sizing.png
The bar under the picture is 20 um long.
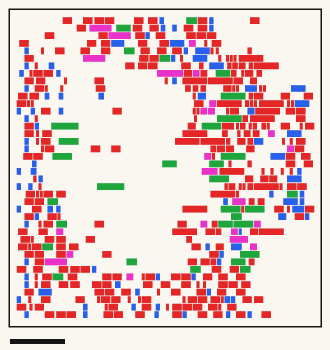
pinout.png
The bar under the picture is 20 um long. Pins as bars across the die edge, other pins in grey.
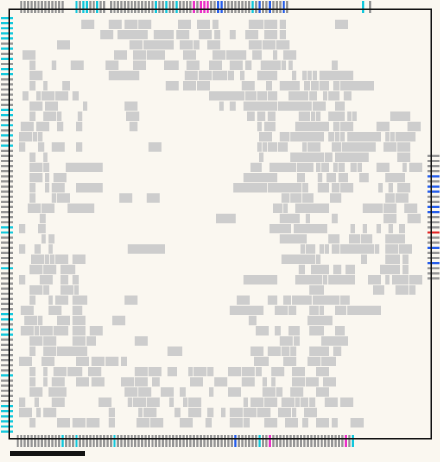
Design array_26_ctrl, sky130hd; sources not shown.
==> reports/qor.txt <==
Max-area cell share -> 0.209
Non-clock buffer share -> 0.494
R2R setup slack -> 0.57 ns
Combinational logic power -> 0.000843 W
Metal2 WL -> 6150 um
Largest stage delay, worst path -> 0.26 ns
Share of layout cells above drive strength 1 -> 0.302
CORE AREA -> 11700 um^2
Leading cell kind -> non-clock buffers
Total wire length -> 11200 um
Floorplan Nets -> 461
Cell depth of the worst setup path -> 9
Pwr top -> combinational cells
Min Clock Period, post-route -> 2.49 ns
Mux share -> 0.209
Slowest stage cell, crit path -> a21boi_4
Complex Gates by Area -> 0.143
Largest net degree at the start of global routing -> 32
Power per cell area -> 370 nW/um^2
Synth logic family -> simple AND/OR/NAND/NOR gates
Tool Warnings -> 28
Routability cong. -> 0.891
Number of logic inverters in the finished layout -> 3
Init Core Util -> 0.188
# Cells Yosys -> 289
Setup TNS -> 0 ns
Grt peak-use layer -> met2
Reg area -> 425 um^2
Total power -> 0.00164 W
Sw Share -> 0.356
CTS Buf Count -> 3
Tightest hold margin -> 0.338 ns
Global Route met3 Usage -> 0.0367
Number of global-route vias before repair -> 2765
Multi-input comb cells -> 204
Via count -> 2758
Simple share -> 0.234
Max-slew headroom -> 0.782
Mapped Cells -> 289
GRT met2 Usage -> 0.314
Count of library flops with an enable pin -> 0
GRT Util Overall -> 0.160
Reg2Reg Depth -> 4
Placed cell count -> 592
Synth area leaders -> mux2i_1 (21%), dfrtp_1 (19%), buf_4 (14%), nor2_1 (11%), a221oi_1 (4.4%)
Top cell type by total area after synthesis -> mux2i_1
CTS root buffer -> clkbuf_16
Late-Pin Clk Latency -> 0.25 ns
Antenna violations before repair -> 0
WL met3 -> 757 um
Seq cells post-synth -> 17
Delay-heaviest family, CP -> buffers and inverters
Reg clk slew, reported paths -> 0.05 ns
Switching component of the power -> 0.000583 W
Clk buf depth -> 2
Library cells used by synthesis -> 46
Comb power frac -> 0.515
Post-CTS Setup Inserts -> 11
XOR Share, Synth -> 0.0159
Status -> completed
Yosys stat area -> 2210 um^2
Wire length of the first global-routing pass -> 16100 um
Startpoint types -> input port
Uppermost layer routed -> met4
RSZ-0062 raised after global routing -> true
Critical path buffer and inverter count -> 6
Comb/total area -> 0.347
Main synth FF type -> dfrtp_1
Final WS setup -> 0.0129 ns
Tcrit/Tclk final -> 0.995
Adder Area Share -> 0.00567
Clk network pwr share -> 0.201
Critical path class -> input port to primary output
Met1 global-route usage -> 0.181
Post-CTS resize count -> 271
ClkCell Share -> 0.0181
Top cell by count, worst path -> buf_8
Dpl hpwl -> 8760 um
Sequential cell count -> 17
Max H-tree Level -> 1
Top-count cell post-synth -> nor2_1
Met1 Routed Length -> 4220 um
P_int -> 0.00105 W
## Picture notes: sizing.png
Key: x2 = blue [cells 86]; x3 and x4 = magenta [cells 23]; x6 and larger = green [cells 31]; x1 and smaller = red [cells 324]
Final Cell Area: 4420 um^2
Layout area overhead: 100%
bufs w/o clock: 236

## Picture notes: pinout.png
Key: mem_en = red [pins 1, direction output, edge right]; mem_rdata = cyan [pins 42, direction input, edge 28 left, 9 top, 5 bottom]; req_addr_1 = blue [pins 13, direction input, edge 7 right, 5 top, 1 bottom]; req_wmask_1 = magenta [pins 6, direction input, edge 4 top, 2 bottom]
Die H: 114 um
IO Port Bufs: 196
Die Width: 112 um

Power and IR drop assume default switching activity.
